$ cat src/rtl/debug_pkg.sv
// Shared debug-transport types: DMI op/status encodings and the initiator state set.
package debug_pkg;

    localparam int unsigned DMI_ADDR_W = 7;
    localparam int unsigned DMI_DATA_W = 32;

    typedef enum logic [1:0] {
        DMI_OP_NOP   = 2'd0,
        DMI_OP_READ  = 2'd1,
        DMI_OP_WRITE = 2'd2,
        DMI_OP_RSVD  = 2'd3
    } dmi_op_e;

    typedef enum logic [1:0] {
        DMI_SUCCESS = 2'd0,
        DMI_RSVD    = 2'd1,
        DMI_FAILED  = 2'd2,
        DMI_BUSY    = 2'd3
    } dmi_status_e;

    typedef enum logic [2:0] {
        ST_IDLE  = 3'd0,
        ST_ISSUE = 3'd1,
        ST_WAIT  = 3'd2,
        ST_RESP  = 3'd3,
        ST_DRAIN = 3'd4
    } dmi_init_state_e;

    function automatic logic dmi_op_is_access(input dmi_op_e op);
        return (op == DMI_OP_READ) || (op == DMI_OP_WRITE);
    endfunction

endpackage

$ cat src/rtl/dmi_initiator.sv
// DMI requester: issues one synchronized DTM request to the debug module, waits for
// dmi_finish (with timeout), returns data/status and keeps the sticky dmistat.
module dmi_initiator
    import debug_pkg::*;
#(
    parameter int unsigned TIMEOUT_CYCLES = 16,
    parameter int unsigned DRAIN_CYCLES   = 3
) (
    input  logic                  clk,
    input  logic                  rst,
    input  logic                  req_valid,
    output logic                  req_ready,
    input  logic [1:0]            req_op,
    input  logic [DMI_ADDR_W-1:0] req_addr,
    input  logic [DMI_DATA_W-1:0] req_data,
    output logic                  rsp_valid,
    output logic [1:0]            rsp_op,
    output logic [DMI_DATA_W-1:0] rsp_data,
    input  logic                  dmireset,
    input  logic                  dmihardreset,
    output logic [1:0]            dmistat,
    output logic                  dmi_start,
    output logic [1:0]            dmi_op,
    output logic [DMI_ADDR_W-1:0] dmi_address,
    output logic [DMI_DATA_W-1:0] dmi_data_o,
    input  logic                  dmi_finish,
    input  logic [DMI_DATA_W-1:0] dmi_data_i
);

    localparam int unsigned CNT_W = $clog2(TIMEOUT_CYCLES + 1);
    localparam logic [CNT_W-1:0] CNT_TMO   = CNT_W'(TIMEOUT_CYCLES - 1);
    localparam logic [CNT_W-1:0] CNT_DRAIN = CNT_W'(DRAIN_CYCLES - 1);
    localparam logic [CNT_W-1:0] CNT_MAX   = '1;

    dmi_init_state_e       r_state, w_state_nxt;
    logic [CNT_W-1:0]      r_cnt, w_cnt_nxt;
    dmi_status_e           r_sticky, w_sticky_nxt, w_sticky_eff;
    dmi_status_e           r_rsp_op, w_rsp_op_nxt;
    logic [DMI_DATA_W-1:0] r_rsp_data, w_rsp_data_nxt;
    dmi_op_e               r_dmi_op, w_dmi_op_nxt;
    logic [DMI_ADDR_W-1:0] r_dmi_addr, w_dmi_addr_nxt;
    logic [DMI_DATA_W-1:0] r_dmi_data, w_dmi_data_nxt;
    dmi_op_e               w_req_op;
    logic [CNT_W-1:0]      w_cnt_inc;

    assign w_req_op  = dmi_op_e'(req_op);
    assign w_cnt_inc = (r_cnt == CNT_MAX) ? r_cnt : r_cnt + CNT_W'(1);

    always_ff @(posedge clk or posedge rst) begin
        if (rst) begin
            r_state    <= ST_IDLE;
            r_cnt      <= '0;
            r_sticky   <= DMI_SUCCESS;
            r_rsp_op   <= DMI_SUCCESS;
            r_rsp_data <= '0;
            r_dmi_op   <= DMI_OP_NOP;
            r_dmi_addr <= '0;
            r_dmi_data <= '0;
        end else begin
            r_state    <= w_state_nxt;
            r_cnt      <= w_cnt_nxt;
            r_sticky   <= w_sticky_nxt;
            r_rsp_op   <= w_rsp_op_nxt;
            r_rsp_data <= w_rsp_data_nxt;
            r_dmi_op   <= w_dmi_op_nxt;
            r_dmi_addr <= w_dmi_addr_nxt;
            r_dmi_data <= w_dmi_data_nxt;
        end
    end

    always_comb begin
        w_state_nxt    = r_state;
        w_cnt_nxt      = r_cnt;
        w_rsp_op_nxt   = r_rsp_op;
        w_rsp_data_nxt = r_rsp_data;
        w_dmi_op_nxt   = r_dmi_op;
        w_dmi_addr_nxt = r_dmi_addr;
        w_dmi_data_nxt = r_dmi_data;
        // dmireset clears first so a same-cycle request or set event sees the cleared value
        w_sticky_eff   = dmireset ? DMI_SUCCESS : r_sticky;
        w_sticky_nxt   = w_sticky_eff;

        if (dmihardreset) begin
            w_state_nxt  = ST_DRAIN;
            w_cnt_nxt    = '0;
            w_sticky_nxt = DMI_SUCCESS;
        end else begin
            unique case (r_state)
                ST_IDLE: begin
                    if (req_valid) begin
                        if (dmi_op_is_access(w_req_op) && (w_sticky_eff == DMI_SUCCESS)) begin
                            w_dmi_op_nxt   = w_req_op;
                            w_dmi_addr_nxt = req_addr;
                            w_dmi_data_nxt = req_data;
                            w_state_nxt    = ST_ISSUE;
                        end else begin
                            w_rsp_op_nxt = w_sticky_eff;
                            w_state_nxt  = ST_RESP;
                        end
                    end
                end
                ST_ISSUE: begin
                    w_cnt_nxt   = '0;
                    w_state_nxt = ST_WAIT;
                end
                ST_WAIT: begin
                    if (dmi_finish) begin
                        if (r_dmi_op == DMI_OP_READ) begin
                            w_rsp_data_nxt = dmi_data_i;
                        end
                        w_rsp_op_nxt = DMI_SUCCESS;
                        w_state_nxt  = ST_RESP;
                    end else if (r_cnt == CNT_TMO) begin
                        w_rsp_op_nxt = DMI_FAILED;
                        w_sticky_nxt = DMI_FAILED;
                        w_state_nxt  = ST_RESP;
                    end else begin
                        w_cnt_nxt = w_cnt_inc;
                    end
                end
                ST_RESP: begin
                    w_state_nxt = ST_IDLE;
                end
                ST_DRAIN: begin
                    if (r_cnt >= CNT_DRAIN) begin
                        w_state_nxt = ST_IDLE;
                    end else begin
                        w_cnt_nxt = w_cnt_inc;
                    end
                end
                default: begin
                    w_state_nxt = ST_IDLE;
                end
            endcase

            // request while busy is dropped; FAILED outranks BUSY
            if (req_valid && (r_state != ST_IDLE) && (w_sticky_nxt != DMI_FAILED)) begin
                w_sticky_nxt = DMI_BUSY;
            end
        end
    end

    assign req_ready   = (r_state == ST_IDLE);
    assign rsp_valid   = (r_state == ST_RESP);
    assign dmi_start   = (r_state == ST_ISSUE);
    assign rsp_op      = r_rsp_op;
    assign rsp_data    = r_rsp_data;
    assign dmistat     = r_sticky;
    assign dmi_op      = r_dmi_op;
    assign dmi_address = r_dmi_addr;
    assign dmi_data_o  = r_dmi_data;

endmodule
$ cat config.mk
export PLATFORM = sky130hd
export DESIGN_NAME = dmi_initiator
export DESIGN_NICKNAME = d
export VERILOG_FILES = /design/src/rtl/debug_pkg.sv /design/src/rtl/dmi_initiator.sv
export SDC_FILE = /design/constraint.sdc
export NUM_CORES = 1
export LEC_CHECK = 0
export CAP_MARGIN = 20
export CORE_UTILIZATION = 45
export CTS_CLUSTER_DIAMETER = 80
export CTS_CLUSTER_SIZE = 40
export DETAILED_ROUTE_END_ITERATION = 10
export GPL_TIMING_DRIVEN = 1
export PLACE_DENSITY = 0.83
export SKIP_LAST_GASP = 1
export SLEW_MARGIN = 20
export SYNTH_ARGS = -nofsm -noshare
export SYNTH_HDL_FRONTEND = slang
export SYNTH_SLANG_ARGS = --single-unit
$ cat constraint.sdc
create_clock -name clk -period 3.8 [get_ports clk]
set_input_delay 0.38 -clock clk [delete_from_list [all_inputs] [get_ports clk]]
set_output_delay 0.38 -clock clk [all_outputs]
set_load 0.005 [all_outputs]
### Wiring heat map, run 1

The bar under the picture is 20 um long. 18 x 18 tiles, from dark purple (low) to yellow (high), scaled to the fullest tile. Values are wire area over tile area, all layers added.
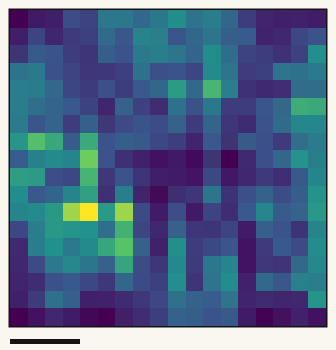
nearly empty tiles	1.9%
tiles over half the peak	9.0%
emptiest ninth of the die	center
mean over tiles	0.15

### Routing congestion, run 1

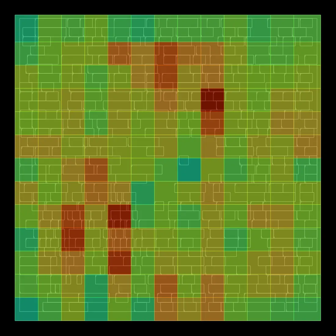
Top Usage Layer GRT: met2
routed length per instance: 15.5 um

==> ci_impl_report.md, run 1 <==
### Metrics collected by this job

| Metric | Value |
|---|---|
| Outcome | completed |
| Initial antenna violation count | 0 |
| AND-OR/OR-AND Cells, Area Fraction | around 3.5% |
| Kind of critical path | flip-flop to flip-flop |
| Clk pwr share | roughly 22% |
| Metal3 WL | roughly 560 um |
| Detailed placer's ending HPWL | around 6000 um |
| Fin crit share | approximately 60% |
| Drc violations | 0 |
| Worst path arrival time | roughly 2.5 ns |
| Final slew viol count | 0 |
| Drt pass-1 iters | 4 |
| Routing usage on met2 | around 34% |
| Skew final | approximately 0.011 ns |
| Share of cells above drive strength 1 | between 10% and 20% |
| Cell count along the critical path | 8 |
| Clock transition at path regs | roughly 0.080 ns |
| PostCTS Resize Cnt | 0 |
| Worst-Margin Slew | between 0.8 and 0.9 ns |
| Critical path, cell by cell | ha_1 -> and3_1 -> ha_1 -> nor4b_1 -> nor2_1 -> a22oi_2 -> nor2_2 -> mux2_4 |
| Initial drt markers | 44 |
| Synth area leader | dfrtp_1 |
| Flops after synth | 85 |
| Post-synth mux share | about 25% |
| Final WS setup | roughly 1.5 ns |
| Post-route cell area | between 5000 and 6000 um^2 |
| Tool warnings | 29 |
| XOR/XNOR Area Share | 0.494% |
| Dominant power group | sequential cells |
| Post-Synthesis Cells | approximately 240 |
| Total CTS buffers | 9 |
| Peak Freq | about 440 MHz |
| Final WL | approximately 7900 um |
| # Cells Yosys | 244 |
| Grt met3 use | a little under 5% |
| Crit-path max cell delay | roughly 0.43 ns |
| Post-DP Area | approximately 5200 um^2 |
| RSZ-0062 raised after global routing | false |
| Logic family by area | multiplexers |
| Post-synth seq share | between 50% and 60% |
| Adder Area Share | 1.76% |
| Routed vias/inst | between 4 and 5 |
| First-pass GRT wire length | 12900 um |
| Total congestion overflow | 0 |
| Pwr dens | between 500 and 600 nW/um^2 |
| GRT Util Overall | 19.9% |
| Placed cell count | approximately 500 |
### Sizing map, run 1

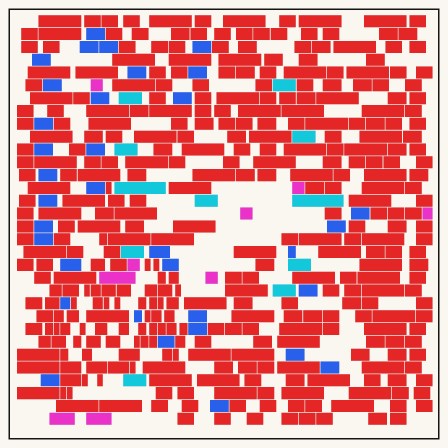
color	size	cells	most used
cyan	_6 and larger	11	clkbuf_8
blue	_2 cells	34	mux2_2
red	_0 and _1 cells	354	clkdlybuf4s50_1
magenta	_3 and _4 cells	9	buf_4

### Placed cells, one color a class, run 1

The bar under the picture is 20 um long.
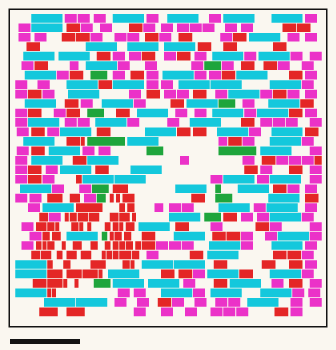
color	class	cells	share of their area
magenta	other buffers and delay cells	162	31%
cyan	flops	85	40%
red	combinational and other logic	147	25%
green	clock drivers and dummy loads	14	3.8%

==> run 1: state kept, by name, indices dropped and copies added (netlist names) <==
register and cells:
dmistat 2, dmi_address 7, rsp_op 2, dmi_data_o 32, rsp_data 32, dmi_op 2
r_state 3, r_cnt 5
==> run 1: cells in the mapped netlist <==
cell       instances
o21ai_0            2
nor3_1             3
a21oi_1            6
o22ai_1            2
xnor2_1            1
nand2b_1           5
a2111oi_0          1
o2bb2ai_1          1
nand3_2            1
or3_1              1
nor4_2             1
mux2_2            27
buf_6              2
inv_1              4
and3_1             1
nor2_2             1
nor4b_1            2
nor2_1            13
buf_2              7
dfrtp_1           85
nor4_4             1
ha_1               5
a211oi_1           1
a21o_1             1
mux2_4             2
nand4b_1           1
o211a_2            1
a22o_1             1
or2b_1             1
mux2_1            48
nand2_1            3
nor2b_1            3
nand3_1            2
nor3b_1            2
a22oi_2            1
xor2_1             1
o21a_1             1
buf_4              3
==> run 1: cell type report <==
class                   instances  area, um^2
clock buffers                   9         124
clock inverters                 5        77.6
fillers                       552        2280
inverters                       4        17.5
multi-input cells             143        1330
flip-flops and latches         85        2130
well taps                     102         128
repair buffers                162        1610
==> run 1: through the flow <==
stage               util (%)  hold WS, ns
floorplan                  -        0.483
global placement        67.7        0.468
detailed placement      67.7        0.474
CTS                     70.4        0.493
global route            70.4        0.502
finish                  70.4        0.489
==> run 1: worst max path at each step <==
stage | start | endpoint | slack (ns)
floorplan | rst | dmi_address[0] | 1.23
CTS | r_cnt[1] | r_cnt[1] | 1.50
finish | r_cnt[1] | r_cnt[1] | 1.51
global placement | dmihardreset | rsp_data[21] | 1.18
global route | r_state[0] | dmi_data_o[24] | 1.36
detailed placement | dmihardreset | rsp_data[30] | 1.15
### Nets reached from selected ports, run 1

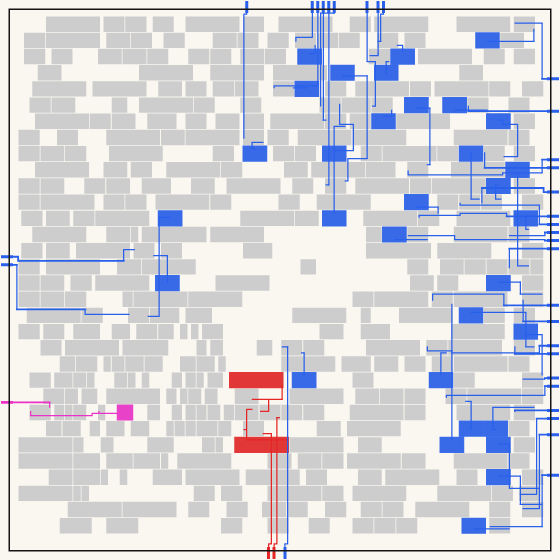

==> run 2: changes to the inputs <==
Settings changed: CORE_UTILIZATION 45 to 38, PLACE_DENSITY 0.83 to 0.74.
Clock period 3.8 ns to 2.1 ns, I/O delays scaled along.
### Nets reached from selected ports, run 2

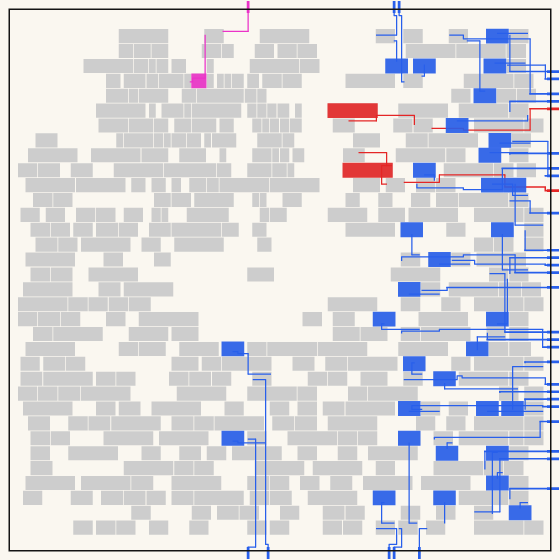
color	port	bits	direction	end cells	wire
blue	req_data	32	input	32	754 um
magenta	dmi_start	1	output	1	19.4 um
red	rsp_op	2	output	2	83.7 um

### Sizing map, run 2

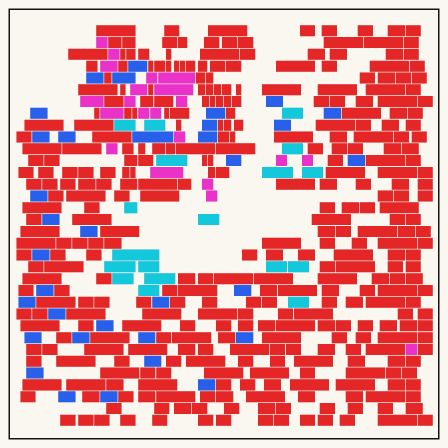
color	size	cells	most used
cyan	_6 and larger	18	clkbuf_8
blue	_2 cells	34	mux2_2
magenta	_3 and _4 cells	21	buf_4
red	_0 and _1 cells	348	clkdlybuf4s50_1

### Routing congestion, run 2

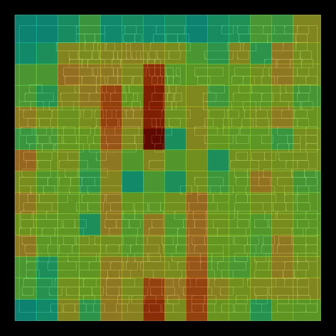
met1 usage: 22.9%
GRT Util Overall: 17.8%

==> run 2 against run 1 <==
Compared with the run above:
- synthesized cell count unchanged
- first-iteration DRC count increased by 23%
- cell count grew 3.7%
- register-to-register slack got worse by 1.5 ns
- highest routed layer unchanged
- power is 86% higher
- flip-flop count stayed put
==> ci_impl_report.md, run 2 <==
### Metrics collected by this job

| Metric | Value |
|---|---|
| Flops after synth | between 80 and 90 |
| Routed length per instance | 15.4 um |
| Hold slack | between 0.2 and 0.3 ns |
| Drc violations | 0 |
| Most common cell in the netlist | dfrtp_1 |
| Number of fill cells | between 600 and 700 |
| Outcome | completed |
| Metal3 WL | roughly 700 um |
| Synth area leader | dfrtp_1 |
| AND-OR/OR-AND Cells, Area Fraction | under 10% |
| Initial antenna violation count | 0 |
| Post-DP Area | 5320 um^2 |
| First-pass GRT wire length | between 10000 and 15000 um |
| Peak Freq | slightly below 500 MHz |
| Routed vias/inst | 4.86 |
| Final WL | just over 8000 um |
| Post-Synthesis Cells | 244 |
| Share of cells above drive strength 1 | between 10% and 20% |
| Worst-path fanout max | 4 |
| Post-synth mux share | approximately a quarter |
| Logic family by area | multiplexers |
| Routing usage on met2 | 28.2% |
| Top cells by count | dfrtp_1 (85), mux2_1 (48), mux2_2 (27), nor2_1 (13), buf_2 (7) |
| Post-synth seq share | 60.0% |
| Top Usage Layer GRT | met2 |
| Clock transition at path regs | 0.09 ns |
| Final WS setup | about 0.043 ns |
| Worst path arrival time | between 2 and 2.5 ns |
| Detailed placer's ending HPWL | 6040 um |
| Skew final | ~0.013 ns |
| # Cells Yosys | ~240 |
| Placed cell count | between 500 and 600 |
| Worst-Margin Slew | about 0.59 ns |
| Drt pass-1 iters | 4 |
| Post-route cell area | ~5600 um^2 |
| Grt met3 use | between 6 and 7% |
| EDFF count, synth | 0 |
| Tool warnings | 30 |
| Final slew viol count | 0 |
| Kind of critical path | flip-flop to flip-flop |
| FFs w/ async S/R, synth | 100% |
| Pwr dens | just under 1000 nW/um^2 |
| Initial drt markers | approximately 54 |
| Total congestion overflow | 0 |
run 2: cell types whose count changed in the layout (fill, tap and decap cells not counted), moves of 2 or more:
cell / previous run / this run
buf_4: 4 / 11
buf_12: 0 / 4
clkinv_2: 2 / 0
clkbuf_8: 9 / 12
clkinvlp_4: 1 / 3
ha_1: 5 / 3
run 2: timing repair:
action | CTS | global route
pin swaps | 1 | 6
setup endpoints to repair | 3 | 10
resized | 1 | 8
hold endpoints to repair | 0 | 0
buffers inserted | 1 | 3
run 2: final timing paths:
check,start,endpoint,cells past startpoint
max,r_cnt[1],r_cnt[4],8
max in group asynchronous,rst,r_state[2],3
min reg2reg,dmi_data_o[27],dmi_data_o[27],1
min,rst,dmi_data_o[17],2
min in group clk,req_data[13],dmi_data_o[13],2
max reg2reg,r_cnt[1],r_cnt[4],8
run 2: cell families after synthesis:
kind of cell	count (synthesis)
AOI/OAI and AO/OA	18
xor gates and xnor gates	2
muxes	77
adders and majority gates	5
buffers and inverters	16
DFF	85
and+or+nand+nor	41
run 2: where the power goes:
part	switching, mW	internal [mW]	total, mW
logic	0.621	1.32	1.94
clock network	0.590	0.652	1.24
registers	0.267	2.10	2.37
run 2: layout make-up:
type / count / area (um^2) / share of cell area (%)
Inverter: 4 / 18.8 / 0.334
Timing Repair Buffer: 173 / 1740 / 31.1
Tap cell: 108 / 135 / 2.41
Clock buffer: 12 / 165 / 2.94
Sequential cell: 85 / 2130 / 37.9
Clock inverter: 4 / 53.8 / 0.958
Multi-Input combinational cell: 143 / 1370 / 24.4
run 2: worst max-delay path, cell delays in order (launching register included):
cell and delay (ns):
dfrtp_1 0.40, ha_2 0.19, and3_4 0.19, ha_4 0.16, nor4b_4 0.23, nor2_1 0.09
a22oi_2 0.28, nor2_4 0.09, mux2_4 0.30
Power and IR drop assume default switching activity.
